Supply network:
Scale bar: 50 µm. Pins as bars on the die edge.
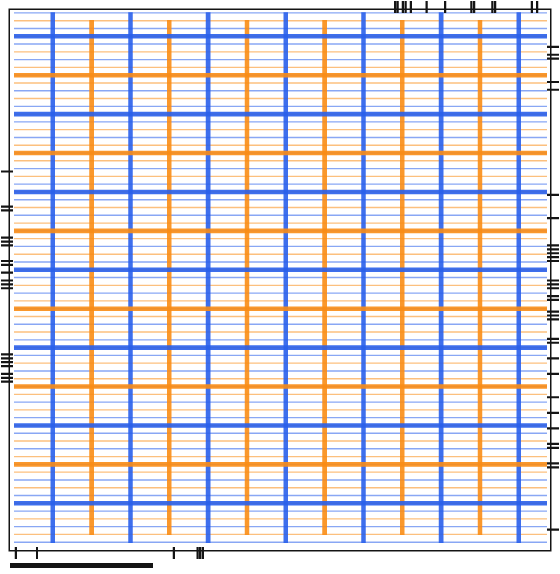
Placed cells, one color a class:
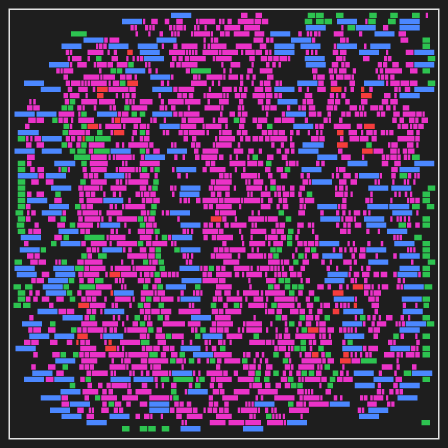
Routed clock nets over the placement:
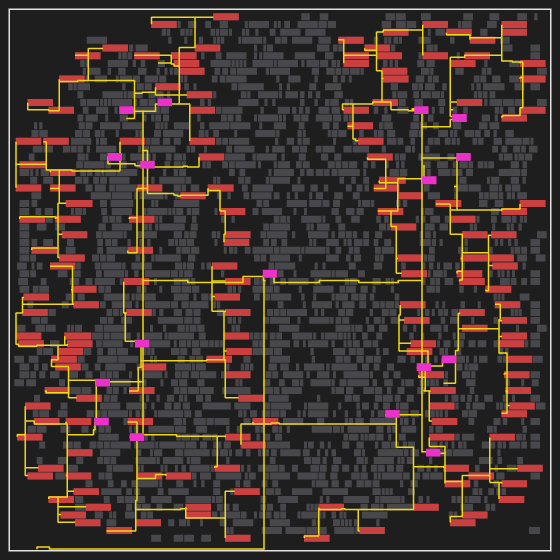
Wiring by layer:
Scale bar: 50 µm.
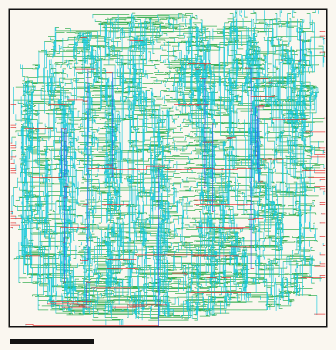
[config.mk]
export PLATFORM = sky130hd
export DESIGN_NAME = fsquare_iter
export DESIGN_NICKNAME = d
export VERILOG_FILES = /design/src/rtl/fsquare_iter.sv
export SDC_FILE = /design/constraint.sdc
export NUM_CORES = 1
export LEC_CHECK = 0
export ABC_CLOCK_PERIOD_IN_PS = 5000
export CAP_MARGIN = 5
export CELL_PAD_IN_SITES_DETAIL_PLACEMENT = 0
export CELL_PAD_IN_SITES_GLOBAL_PLACEMENT = 1
export CORE_UTILIZATION = 44
export CTS_BUF_LIST = sky130_fd_sc_hd__clkbuf_8
export DETAILED_ROUTE_END_ITERATION = 16
export PLACE_DENSITY_LB_ADDON = 0.1
export REMOVE_ABC_BUFFERS = 1
export SKIP_CTS_REPAIR_TIMING = 1
export SYNTH_ARGS = -nofsm -noshare
export SYNTH_HDL_FRONTEND = slang
export SYNTH_SLANG_ARGS = --single-unit
[constraint.sdc]
create_clock -name clk -period 5 [get_ports clk]
set_clock_uncertainty 0.2 [all_clocks]
set_input_delay 1 -clock clk [delete_from_list [all_inputs] [get_ports clk]]
set_output_delay 1 -clock clk [all_outputs]
set_load 0.02 [all_outputs]
[src/rtl/fsquare_iter.sv]
// -----------------------------------------------------------------------------
// fsquare_iter : iterative IEEE-754 single-precision squarer, y = x*x.
//
// The 24x24 mantissa product is accumulated by a radix-2^RADIX_BITS shift-add
// multiplier: one RADIX_BITS-wide digit of the mantissa (LSB first) is consumed
// per CALC cycle, so a full product takes N = 24/RADIX_BITS cycles. One further
// cycle normalises, rounds (half-up on the guard bit) and packs the result.
//
// Parameters
//   RADIX_BITS : digit width per CALC cycle (1, 2, 3, 4, 6, 8, 12 or 24).
//
// Ports
//   clk       : clock, rising edge active
//   rstn      : asynchronous active-low reset
//   in_valid  : operand x valid
//   in_ready  : block can accept an operand
//   x         : IEEE-754 single operand (sign is ignored)
//   out_valid : result y valid (held until out_ready)
//   out_ready : consumer takes y
//   y         : IEEE-754 single result, sign always 0
//
// Build option
//   FSQUARE_DONE_BYPASS_EN : when defined, a new operand may be accepted on the
//   same edge that the finished result is consumed (DONE -> CALC directly).
// -----------------------------------------------------------------------------
module fsquare_iter #(
    parameter int RADIX_BITS = 4
) (
    input  logic        clk,
    input  logic        rstn,
    input  logic        in_valid,
    output logic        in_ready,
    input  logic [31:0] x,
    output logic        out_valid,
    input  logic        out_ready,
    output logic [31:0] y
);

    localparam int N = 24 / RADIX_BITS;
    localparam logic [4:0] LAST_DIGIT = 5'(N - 1);

    typedef enum logic [1:0] {
        S_IDLE  = 2'd0,
        S_CALC  = 2'd1,
        S_ROUND = 2'd2,
        S_DONE  = 2'd3
    } state_t;

    typedef enum logic [1:0] {
        C_NORM = 2'd0,
        C_ZERO = 2'd1,
        C_INF  = 2'd2,
        C_NAN  = 2'd3
    } cls_t;

    state_t      r_state;
    cls_t        r_cls;
    logic [7:0]  r_exp;
    logic [23:0] r_mplier;   // remaining multiplier digits, LSB digit next
    logic [47:0] r_mcand;    // multiplicand pre-shifted to the current digit
    logic [47:0] r_acc;      // partial product accumulator P
    logic [4:0]  r_cnt;
    logic [31:0] r_y;
    logic        r_out_valid;

    logic [31:0] w_abs_x;
    cls_t        w_x_cls;
    logic        w_accept;
    logic [47:0] w_pp;
    logic        w_norm_hi;
    logic [22:0] w_frac;
    logic        w_guard;
    logic [9:0]  w_exp_pre;
    logic [32:0] w_rounded;
    logic [9:0]  w_exp_fin;
    logic [31:0] w_result;

    assign out_valid = r_out_valid;
    assign y         = r_y;

    // Ready to accept: only in IDLE, or also while the result is being taken.
    always_comb begin
`ifdef FSQUARE_DONE_BYPASS_EN
        in_ready = (r_state == S_IDLE) || ((r_state == S_DONE) && out_ready);
`else
        in_ready = (r_state == S_IDLE);
`endif
        w_accept = in_valid && in_ready;
    end

    // Classify the incoming operand by magnitude; the sign never matters.
    always_comb begin
        w_abs_x = x & 32'h7FFF_FFFF;
        if (w_abs_x < 32'h0080_0000) begin
            w_x_cls = C_ZERO;           // zero or denormal
        end else if (w_abs_x == 32'h7F80_0000) begin
            w_x_cls = C_INF;
        end else if (w_abs_x > 32'h7F80_0000) begin
            w_x_cls = C_NAN;
        end else begin
            w_x_cls = C_NORM;
        end
    end

    // Partial product of the multiplicand and the current digit.
    always_comb begin
        w_pp = r_mcand * {{(48 - RADIX_BITS){1'b0}}, r_mplier[RADIX_BITS-1:0]};
    end

    // Normalise, round half-up on the guard bit and pack (used in ROUND).
    always_comb begin
        w_norm_hi = r_acc[47];
        if (w_norm_hi) begin
            w_frac  = r_acc[46:24];
            w_guard = r_acc[23];
        end else begin
            w_frac  = r_acc[45:23];
            w_guard = r_acc[22];
        end
        // 2e - 127 + Eadj as a 10-bit two's complement value.
        w_exp_pre = {1'b0, r_exp, 1'b0} - 10'd127 + {9'd0, w_norm_hi};
        // Rounding increments {E,frac} so a mantissa carry bumps the exponent.
        w_rounded = {w_exp_pre, w_frac} + {32'd0, w_guard};
        w_exp_fin = w_rounded[32:23];
        case (r_cls)
            C_ZERO:  w_result = 32'h0000_0000;
            C_INF:   w_result = 32'h7F80_0000;
            C_NAN:   w_result = 32'h7FC0_0000;
            C_NORM: begin
                if (!w_exp_fin[9] && (w_exp_fin >= 10'd255)) begin
                    w_result = 32'h7F80_0000;
                end else if (w_exp_fin[9] || (w_exp_fin == 10'd0)) begin
                    w_result = 32'h0000_0000;
                end else begin
                    w_result = {1'b0, w_exp_fin[7:0], w_rounded[22:0]};
                end
            end
            default: w_result = 32'h0000_0000;
        endcase
    end

    // Control FSM and datapath registers.
    always_ff @(posedge clk or negedge rstn) begin
        if (!rstn) begin
            r_state     <= S_IDLE;
            r_cls       <= C_ZERO;
            r_exp       <= 8'd0;
            r_mplier    <= 24'd0;
            r_mcand     <= 48'd0;
            r_acc       <= 48'd0;
            r_cnt       <= 5'd0;
            r_y         <= 32'h0000_0000;
            r_out_valid <= 1'b0;
        end else if (w_accept) begin
            // Capture a new operand (from IDLE, or from DONE when bypassing).
            r_state     <= S_CALC;
            r_cls       <= w_x_cls;
            r_exp       <= x[30:23];
            r_mplier    <= {1'b1, x[22:0]};
            r_mcand     <= {24'd0, 1'b1, x[22:0]};
            r_acc       <= 48'd0;
            r_cnt       <= 5'd0;
            r_out_valid <= 1'b0;
        end else begin
            case (r_state)
                S_IDLE: begin
                    r_state <= S_IDLE;
                end
                S_CALC: begin
                    r_acc    <= r_acc + w_pp;
                    r_mcand  <= r_mcand << RADIX_BITS;
                    r_mplier <= r_mplier >> RADIX_BITS;
                    r_cnt    <= r_cnt + 5'd1;
                    if (r_cnt == LAST_DIGIT) begin
                        r_state <= S_ROUND;
                    end else begin
                        r_state <= S_CALC;
                    end
                end
                S_ROUND: begin
                    r_y         <= w_result;
                    r_out_valid <= 1'b1;
                    r_state     <= S_DONE;
                end
                S_DONE: begin
                    if (out_ready) begin
                        r_out_valid <= 1'b0;
                        r_state     <= S_IDLE;
                    end else begin
                        r_out_valid <= 1'b1;
                        r_state     <= S_DONE;
                    end
                end
                default: begin
                    r_out_valid <= 1'b0;
                    r_state     <= S_IDLE;
                end
            endcase
        end
    end

endmodule
==> results.json <==
{
  "wl_met1_um": 18000,
  "warning_count": 29,
  "endpoint": "r_acc[46]$_DFFE_PN0P_",
  "clk_path_buf_depth": 2,
  "drt-initial-drc-count": 578,
  "syn_area_per_cell_um2": 8.73,
  "synth-seq-cells": 169,
  "ys_warn_count": 0,
  "die-area_um2": 35600,
  "path_cells": "buf_12 > and2_4 > fa_1 > fa_1 > inv_1 > fa_1 > inv_2 > ha_4 > and3_4 > nand4_1 > or2_4 > a2111oi_4 > buf_4 > o2111ai_2 > buf_4 > a21oi_2 > o22ai_2 > xor2_1 > o21ai_1",
  "cts_buffers": 17,
  "slowest_stage": "dfrtp_2",
  "portBuffers": 67,
  "worstHoldStart": "y[3]$_DFFE_PN0P_",
  "hold_ws_ps": 282,
  "netlist_top_cells_count": "inv_1, nand2_1, and2_1",
  "worstHoldPathCells": 2,
  "rr_startpoint": "r_mplier[3]$_DFFE_PN0P_",
  "pin_count": 70,
  "n_tap_cell": 455,
  "cp-startpoint": "r_mplier[3]$_DFFE_PN0P_",
  "synth_stat.cells": 1756,
  "finalNonFillerCells": 2390,
  "hpwl_um": 29400,
  "clkCellAreaFrac": 0.0177,
  "grt.overflow.total": 0,
  "rsz0062_at_grt": "true",
  "wl_met2_um": 19500,
  "clkbuf_count": 18,
  "final.period_utilization": 0.987,
  "hold_violations": 0,
  "cp.depth": 19,
  "yosys.area.top_type_share": 0.274,
  "largest_class": "logic gates",
  "sh_seq_area": 0.226,
  "cts_root_buffer": "clkbuf_8",
  "path_delay_family": "adder cells",
  "async_flop_share": 1.00,
  "drc": 0,
  "combGateArea_um2": 10600,
  "synth_seq_share": 0.276,
  "status": "finished clean",
  "drive_gt1_frac": 0.174,
  "comb_share": 0.567,
  "area_growth_pct": 22.1,
  "antenna_cells": 1,
  "critPathMaxFanout": 8,
  "buffer_area_frac": 0.112,
  "nNonClkBuffers": 236,
  "top_cell": "inv_1",
  "fp-utilization": 0.445,
  "r2r-end": "r_acc[46]$_DFFE_PN0P_",
  "ys_chip_area_um2": 15300,
  "min_to": "y[3]$_DFFE_PN0P_",
  "place_congestion": 0.872,
  "n_all_inverters": 232,
  "place_ws_ps": -363,
  "syn-cell-area_um2": 15300,
  "reg2regPathDepth": 19,
  "cpMostUsedCell": "fa_1",
  "slew_headroom": 0.333,
  "setup_ws_ps": 65.1,
  "clock-sinks": 169,
  "highest_layer": "met4",
  "regArea_um2": 4240,
  "cts.clk_slew.worst_paths_ps": 90,
  "top_area_cell": "dfrtp_1",
  "fin_area_um2": 18700,
  "antenna_left": 0,
  "placed_area_um2": 17500,
  "logic_gates": 1266,
  "flops": 169,
  "first_pass_iters": 4,
  "hold_path_class": "flop to flop",
  "tightest_slew_ps": 1000,
  "cts_tree": "yes"
}
Back to the opening pictures, 'supply network':
blue -> VSS
orange -> VDD
met4 straps = 13
signal pins = 70
met5 straps = 13
rows = 68
chip width: 189 µm
die height: 189 µm

Back to the opening pictures, 'placed cells, one color a class':
red -> clock drivers and dummy loads  # cells 31
magenta -> combinational and other logic  # cells 1498
green -> remaining buffers and delay cells  # cells 236
blue -> sequential cells  # cells 169
Final Core Density: 0.543
CORE AREA: 34500 µm²
# rows: 68

Back to the opening pictures, 'routed clock nets over the placement':
magenta -> clock drivers  # count 17
red -> flip-flops  # count 169
yellow -> clock wires  # length 2580 µm
flops lie = spread over the die
clk latency late pin: 510 ps

Back to the opening pictures, 'wiring by layer':
cyan -> metal 2  # wire length 19500 µm
red -> metal 3  # wire length 1070 µm
blue -> metal 4  # wire length 797 µm
green -> metal 1  # wire length 18000 µm
gr usage total: 0.224
Routed wire per std cell: 16.5 µm
Total Wirelength: 39400 µm
via count: 12500

-- metal layers --
| layer | up-vias | GRT usage |
|---|---|---|
| met5 | - | 0 |
| met4 | 0 | 0.0642 |
| met3 | 40 | 0.0250 |
| met2 | 186 | 0.390 |
| met1 | 6127 | 0.294 |
| li1 | 6182 | - |
-- cell families after synthesis --
kind of cell               Yosys count  share of synthesized area
DFF                                169                      0.276
other                                1                   0.000245
AOI/OAI and AO/OA                  393                      0.173
xor gates and xnor gates            66                     0.0382
muxes                                8                    0.00530
adders and majority gates          191                      0.221
and+or+nand+nor                    607                      0.205
buffers and inverters              321                     0.0814
-- sequential cells by signal, summed over array words and instances (netlist names) --
register / count
r_exp: 8
r_acc: 48
r_state: 2
out_valid: 1
y: 31
r_cls: 2
r_mcand: 48
r_mplier: 24
r_cnt: 5
